### src/rtl/gravity_pkg.sv
// Shared types and helpers for the gravity-drop LED animator.
// State encoding, mode constants and a one-hot decode helper.
package gravity_pkg;

    typedef enum logic [1:0] {
        FALL = 2'd0,
        HOLD = 2'd1,
        RISE = 2'd2
    } state_t;

    localparam logic MODE_REPEAT = 1'b0;
    localparam logic MODE_BOUNCE = 1'b1;

    // Decode up to 64 positions; callers truncate to their LED count.
    function automatic logic [63:0] onehot64(input logic [5:0] idx);
        onehot64 = 64'd1 << idx;
    endfunction

endpackage

### src/rtl/gravity_tick_gen.sv
// Enable-gated modulo-TICK_DIV divider producing a one-cycle tick at the
// terminal count; the count freezes while en is low.
module gravity_tick_gen #(
    parameter int TICK_DIV = 381
) (
    input  logic clk,
    input  logic rst_n,
    input  logic en,
    output logic tick
);

    localparam int                CNT_W   = $clog2(TICK_DIV);
    localparam logic [CNT_W-1:0] CNT_MAX = CNT_W'(TICK_DIV - 1);

    logic [CNT_W-1:0] cnt_q, cnt_d;

    // Next count: hold when disabled, wrap at the terminal count.
    always_comb begin
        cnt_d = cnt_q;
        if (!en) begin
            cnt_d = cnt_q;
        end else if (cnt_q == CNT_MAX) begin
            cnt_d = '0;
        end else begin
            cnt_d = cnt_q + CNT_W'(1);
        end
    end

    // Divider count register.
    always_ff @(posedge clk or negedge rst_n) begin
        if (!rst_n) begin
            cnt_q <= '0;
        end else begin
            cnt_q <= cnt_d;
        end
    end

    assign tick = en && (cnt_q == CNT_MAX);

endmodule

### src/rtl/led_gravity_animator.sv
// Gravity-drop LED animator: position = N_LEDS * t^2 on a falling/holding/rising
// time base. Define LED_TRAIL_EN to also light the previously displayed LED.
module led_gravity_animator
    import gravity_pkg::*;
#(
    parameter int N_LEDS     = 16,
    parameter int T_BITS     = 17,
    parameter int TICK_DIV   = 381,
    parameter int HOLD_TICKS = 8192
) (
    input  logic                        CLK100MHZ,
    input  logic                        CPU_RESETN,
    input  logic                        en,
    input  logic                        mode,
    input  logic                        flip,
    output logic [N_LEDS-1:0]           LED,
    output logic [$clog2(N_LEDS)-1:0]   pos,
    output logic                        at_bottom
);

    localparam int POS_W  = $clog2(N_LEDS);
    localparam int SQ_W   = 2 * T_BITS;
    localparam int PROD_W = SQ_W + POS_W;
    localparam int HOLD_W = (HOLD_TICKS > 1) ? $clog2(HOLD_TICKS) : 1;

    localparam logic [T_BITS-1:0] T_MAX     = {T_BITS{1'b1}};
    localparam logic [HOLD_W-1:0] HOLD_LAST = HOLD_W'(HOLD_TICKS - 1);
    localparam logic [POS_W-1:0]  POS_TOP   = POS_W'(N_LEDS - 1);

    logic tick_s;

    state_t              state_q, state_d;
    logic [T_BITS-1:0]   t_q, t_d;
    logic [HOLD_W-1:0]   hold_cnt_q, hold_cnt_d;
    logic                mode_q, mode_d;
    logic                first_q, first_d;
    logic                at_bottom_q, at_bottom_d;

    logic [SQ_W-1:0]     t_sq_q, t_sq_d;
    logic [PROD_W-1:0]   prod_s;
    logic [POS_W-1:0]    p_s;
    logic [POS_W-1:0]    pos_q, pos_d;
    logic [N_LEDS-1:0]   led_q, led_d;

    gravity_tick_gen #(
        .TICK_DIV (TICK_DIV)
    ) u_tick (
        .clk   (CLK100MHZ),
        .rst_n (CPU_RESETN),
        .en    (en),
        .tick  (tick_s)
    );

    // FSM and counter registers.
    always_ff @(posedge CLK100MHZ or negedge CPU_RESETN) begin
        if (!CPU_RESETN) begin
            state_q     <= FALL;
            t_q         <= '0;
            hold_cnt_q  <= '0;
            mode_q      <= MODE_REPEAT;
            first_q     <= 1'b1;
            at_bottom_q <= 1'b0;
        end else begin
            state_q     <= state_d;
            t_q         <= t_d;
            hold_cnt_q  <= hold_cnt_d;
            mode_q      <= mode_d;
            first_q     <= first_d;
            at_bottom_q <= at_bottom_d;
        end
    end

    // Next state; mode is only captured on the first clock and at cycle start.
    always_comb begin
        state_d    = state_q;
        t_d        = t_q;
        hold_cnt_d = hold_cnt_q;
        mode_d     = first_q ? mode : mode_q;
        first_d    = 1'b0;
        if (tick_s) begin
            case (state_q)
                FALL: begin
                    if (t_q == T_MAX) begin
                        state_d    = HOLD;
                        hold_cnt_d = '0;
                    end else begin
                        t_d = t_q + T_BITS'(1);
                    end
                end
                HOLD: begin
                    if (hold_cnt_q == HOLD_LAST) begin
                        if (mode_q == MODE_REPEAT) begin
                            t_d     = '0;
                            mode_d  = mode;
                            state_d = FALL;
                        end else begin
                            state_d = RISE;
                        end
                    end else begin
                        hold_cnt_d = hold_cnt_q + HOLD_W'(1);
                    end
                end
                RISE: begin
                    if (t_q == '0) begin
                        state_d = FALL;
                        mode_d  = mode;
                    end else begin
                        t_d = t_q - T_BITS'(1);
                    end
                end
                default: begin
                    state_d    = FALL;
                    t_d        = '0;
                    hold_cnt_d = '0;
                end
            endcase
        end else begin
            state_d = state_q;
        end
    end

    // Strike pulse coincides with the state register first holding HOLD.
    always_comb begin
        at_bottom_d = tick_s && (state_q == FALL) && (t_q == T_MAX);
    end

    // Squaring and scaling; p never exceeds N_LEDS-1 because t^2 < 2^SQ_W.
    always_comb begin
        t_sq_d = SQ_W'(t_q) * SQ_W'(t_q);
        prod_s = PROD_W'(t_sq_q) * PROD_W'(N_LEDS);
        p_s    = POS_W'(prod_s >> SQ_W);
        pos_d  = flip ? (POS_TOP - p_s) : p_s;
    end

`ifdef LED_TRAIL_EN
    logic [POS_W-1:0] prev_pos_q, prev_pos_d;

    // Remember the position shown before the most recent move.
    always_comb begin
        prev_pos_d = (pos_d != pos_q) ? pos_q : prev_pos_q;
        led_d      = N_LEDS'(onehot64(6'(pos_q))) | N_LEDS'(onehot64(6'(prev_pos_q)));
    end

    // Trail position register.
    always_ff @(posedge CLK100MHZ or negedge CPU_RESETN) begin
        if (!CPU_RESETN) begin
            prev_pos_q <= '0;
        end else begin
            prev_pos_q <= prev_pos_d;
        end
    end
`else
    // Strict one-hot display.
    always_comb begin
        led_d = N_LEDS'(onehot64(6'(pos_q)));
    end
`endif

    // Display pipeline: t -> t^2 -> pos -> LED.
    always_ff @(posedge CLK100MHZ or negedge CPU_RESETN) begin
        if (!CPU_RESETN) begin
            t_sq_q <= '0;
            pos_q  <= '0;
            led_q  <= '0;
        end else begin
            t_sq_q <= t_sq_d;
            pos_q  <= pos_d;
            led_q  <= led_d;
        end
    end

    assign LED       = led_q;
    assign pos       = pos_q;
    assign at_bottom = at_bottom_q;

endmodule
### config.mk
export PLATFORM = sky130hd
export DESIGN_NAME = led_gravity_animator
export DESIGN_NICKNAME = d
export VERILOG_FILES = /design/src/rtl/gravity_pkg.sv /design/src/rtl/gravity_tick_gen.sv /design/src/rtl/led_gravity_animator.sv
export SDC_FILE = /design/constraint.sdc
export NUM_CORES = 1
export LEC_CHECK = 0
export CAP_MARGIN = 30
export CORE_MARGIN = 1
export CORE_UTILIZATION = 50
export DETAILED_ROUTE_END_ITERATION = 10
export HOLD_SLACK_MARGIN = 0.03
export PLACE_DENSITY = 0.75
export REMOVE_ABC_BUFFERS = 1
export SYNTH_ARGS = -nofsm -noshare
export SYNTH_HDL_FRONTEND = slang
export SYNTH_SLANG_ARGS = --single-unit
### constraint.sdc
create_clock -name CLK100MHZ -period 6.05 [get_ports CLK100MHZ]
set_input_delay 0.9075 -clock CLK100MHZ [delete_from_list [all_inputs] [get_ports CLK100MHZ]]
set_output_delay 0.9075 -clock CLK100MHZ [all_outputs]
set_load 0.02 [all_outputs]
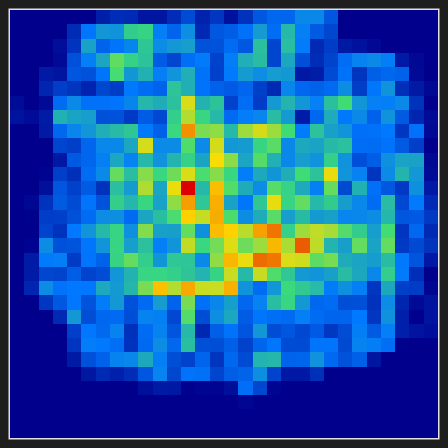
*Routed metal per tile*
The die is cut into 30 by 30 equal tiles; dark blue is low, red is high, scaled to the fullest tile. Values are wire area over tile area, all layers added.
mean over tiles: 0.15
tiles over half the peak: 10%
fullest tile: 0.66

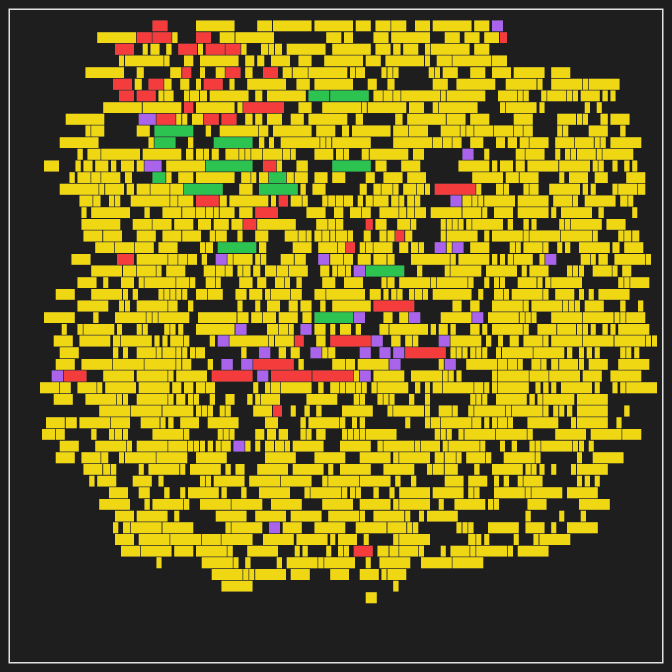
*Cell sizes after repair*
[drive 2] red | cells: 43 | most used: a21bo_2
[drive 1 or less] yellow | cells: 1,150 | most used: inv_1
[drive 6 and up] green | cells: 14 | most used: clkbuf_16
[drive 3 to 4] purple | cells: 33 | most used: buf_4
Post-Layout Inst Area: 12,200 sq um
bufs w/o clock: 55
minimum setup slack in the final design: 252 ps

==> results.tsv <==
metric	value	unit
run_status	complete, no violations	
synth-async-reset-ratio	1.00	
dp_hpwl	18.5	mm
ios	26	
grt_util_all_layers	0.210	
synth.avg_cell_area	9.27	sq um
detail_route.first_pass.iterations	5	
ant_nets	0	
holdCritPathClass	register to register	
clockPowerShare	0.480	
antenna-diode-count	0	
timing.final.max_slew_violations	0	
netlist_logic_family_top	adder cells	
final_hold_viols	0	
post_cts_resized	1	
crit_path_cell_trace	buf_4, nand2_1, inv_1, ha_1, or2_2, fa_1, fa_1, fa_1, fa_1, inv_1, fa_1, inv_1, ha_1, a21o_1, a21o_1, a211oi_2, buf_4, nand4b_1, o21ai_2, mux2i_1, a221o_1	
netSwitchingFraction	0.241	
fin_util	0.555	
top_area_frac	0.338	
die_width	152	microns
synth_sequential_area_ratio	0.151	
placementRows	54	
tritoncts	done	
synth.cellmix.adderShare	0.481	
drt-total-wl	22.1	mm
yosys.area_share.xor_xnor	0.0288	
irDropWorstVdd	0.000126	V
internal_power	859	uW
simple_gate_area_frac	0.142	
place.port_buffers	25	
clockRootBuffer	sky130_fd_sc_hd__clkbuf_16	
ys_chip_area	11200	sq um
switchingPower	273	uW
first_global_vias	8402	
grt_overflow_total	0	
synth.distinct_cells	59	
critical_path_class	register to register	
max_freq	172	MHz
yosys.area_share.aoi	0.0750	
cts_hold_buffers	0	
crit_path_end_kind	register	
clk_pin_slew_worst_paths	60	ps
layout-drive-gt1-share	0.0726	
fp-utilization	0.512	
synthesis.yosys.warnings	0	
die_area	23100	sq um
cp.arrival	6010	ps
synth-main-ff-cell	sky130_fd_sc_hd__dfrtp_1	
setup_tns	0	ps
vias	7851	
power.static_leakage	0.00687	uW
timing.clock.skew	7.24	ps
yosys_register_bits	68	
drt_iter0_markers	469	
final_critical_path_required_period	5800	ps
path_max_fanout	9	
routed_wire_length_per_instance	14.5	microns
die_y	152	microns
final_min_period_over_clock_period	0.958	
p_seq_frac	0.449	
stage_log_warnings	33	
yosys-stat-cells	1213	
finalWeightedCongestion	0.861	
synthMuxAreaShare	0.00545	
combPwrFrac	0.071	
grt_pass1_wl	39.8	mm
synthMostInstantiatedCell	sky130_fd_sc_hd__inv_1	
cp_data_required_time	6260	ps
viasPerCell	5.17	
synth.cells.most_frequent	sky130_fd_sc_hd__inv_1, sky130_fd_sc_hd__fa_1, sky130_fd_sc_hd__nand2_1, sky130_fd_sc_hd__ha_1, sky130_fd_sc_hd__dfrtp_1	
critical_path_startpoint_category	register	
largest_area_cell	sky130_fd_sc_hd__fa_1	
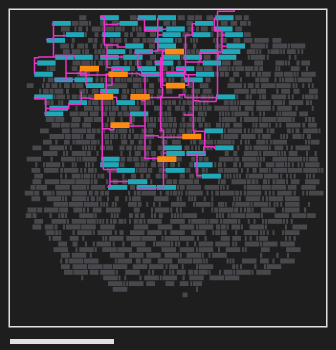
*Clock wires, drivers and flops*
The bar under the picture is 50 microns long.
[flip-flops] cyan | count: 68
[cells driving clock nets] orange | count: 9
[clock wires] magenta | length: 957 microns
routed clock nets: 10

==> final cells by class <==
cell class | instances | area (sq um)
fillers | 1923 | 9770
multi-input cells | 807 | 8240
flip-flops and latches | 68 | 1710
inverters | 294 | 1100
repair buffers | 55 | 474
well taps | 280 | 350
clock buffers | 11 | 253
clock inverters | 5 | 58.8
==> worst paths after layout <==
kind                              endpoint        from  cells after the start  slack [ps]
min in group asynchronous           LED[7]  CPU_RESETN                      2         760
worst min-delay path                pos[1]  t_sq_q[31]                      1         430
worst min register to register      pos[1]  t_sq_q[31]                      1         430
worst max register to register  t_sq_q[33]     t_q[10]                     21         250
worst max-delay path            t_sq_q[33]     t_q[10]                     21         250
max in group asynchronous          t_q[11]  CPU_RESETN                      2        4650
==> sequential cells by signal, summed over array words and instances, names as in the netlist <==
| register | count |
|---|---|
| LED | 16 |
| t_sq_q | 4 |
| t_q | 17 |
| hold_cnt_q | 13 |
| u_tick.cnt_q | 9 |
| at_bottom | 1 |
| pos | 4 |
| first_q | 1 |
| mode_q | 1 |
| state_q | 2 |
==> routing by layer <==
metal	up-vias	global-route usage	share of wire
met5	-	0	0
met4	0	0.0578	0.022
met3	33	0.0314	0.042
met2	153	0.349	0.49
met1	3887	0.288	0.45
li1	3778	-	-
==> placed cells by master (no fill, tap or decap), types with 5 or more instances in the layout <==
cell	count
sky130_fd_sc_hd__nand4_1	16
sky130_fd_sc_hd__a21bo_2	9
sky130_fd_sc_hd__or2_2	6
sky130_fd_sc_hd__o31ai_2	8
sky130_fd_sc_hd__fa_1	190
sky130_fd_sc_hd__dfrtp_1	59
sky130_fd_sc_hd__xor2_1	20
sky130_fd_sc_hd__nor4_1	12
sky130_fd_sc_hd__clkdlybuf4s50_1	24
sky130_fd_sc_hd__xnor2_1	17
sky130_fd_sc_hd__a21oi_1	24
sky130_fd_sc_hd__dfrtp_2	8
sky130_fd_sc_hd__clkbuf_16	9
sky130_fd_sc_hd__nand2b_1	9
sky130_fd_sc_hd__mux2i_1	5
sky130_fd_sc_hd__buf_4	29
sky130_fd_sc_hd__o21ai_0	25
sky130_fd_sc_hd__inv_1	294
sky130_fd_sc_hd__nand2_1	142
sky130_fd_sc_hd__and2_1	45
sky130_fd_sc_hd__o31ai_1	11
sky130_fd_sc_hd__nand3_1	17
sky130_fd_sc_hd__ha_1	128
sky130_fd_sc_hd__nor3_1	13
sky130_fd_sc_hd__a21o_1	16
sky130_fd_sc_hd__nor2_1	43
==> metrics by stage <==
step           instances  hold slack [ps]  cell area (sq um)  setup WS [ps]  total power (uW)
2_1_floorplan       1169              417              11000            480               563
3_3_place_gp        1502              421              11800            102               596
6_report            1520              434              12200            252              1130
5_1_grt             1520              471              12200           2.75              1180
3_5_place_dp        1503              432              11900           33.1               597
4_1_cts             1519              439              12200           27.4              1140
==> power by group through the flow <==
| stage | Clock (uW) | Combinational (uW) | Sequential, uW |
|---|---|---|---|
| floorplan | 0 | 46.5 | 516 |
| global placement | 0 | 79.9 | 516 |
| detailed placement | 0 | 81.0 | 516 |
| CTS | 552 | 81.7 | 508 |
| global route | 575 | 93.2 | 514 |
| finish | 543 | 80.0 | 508 |
Power and IR drop assume default switching activity.
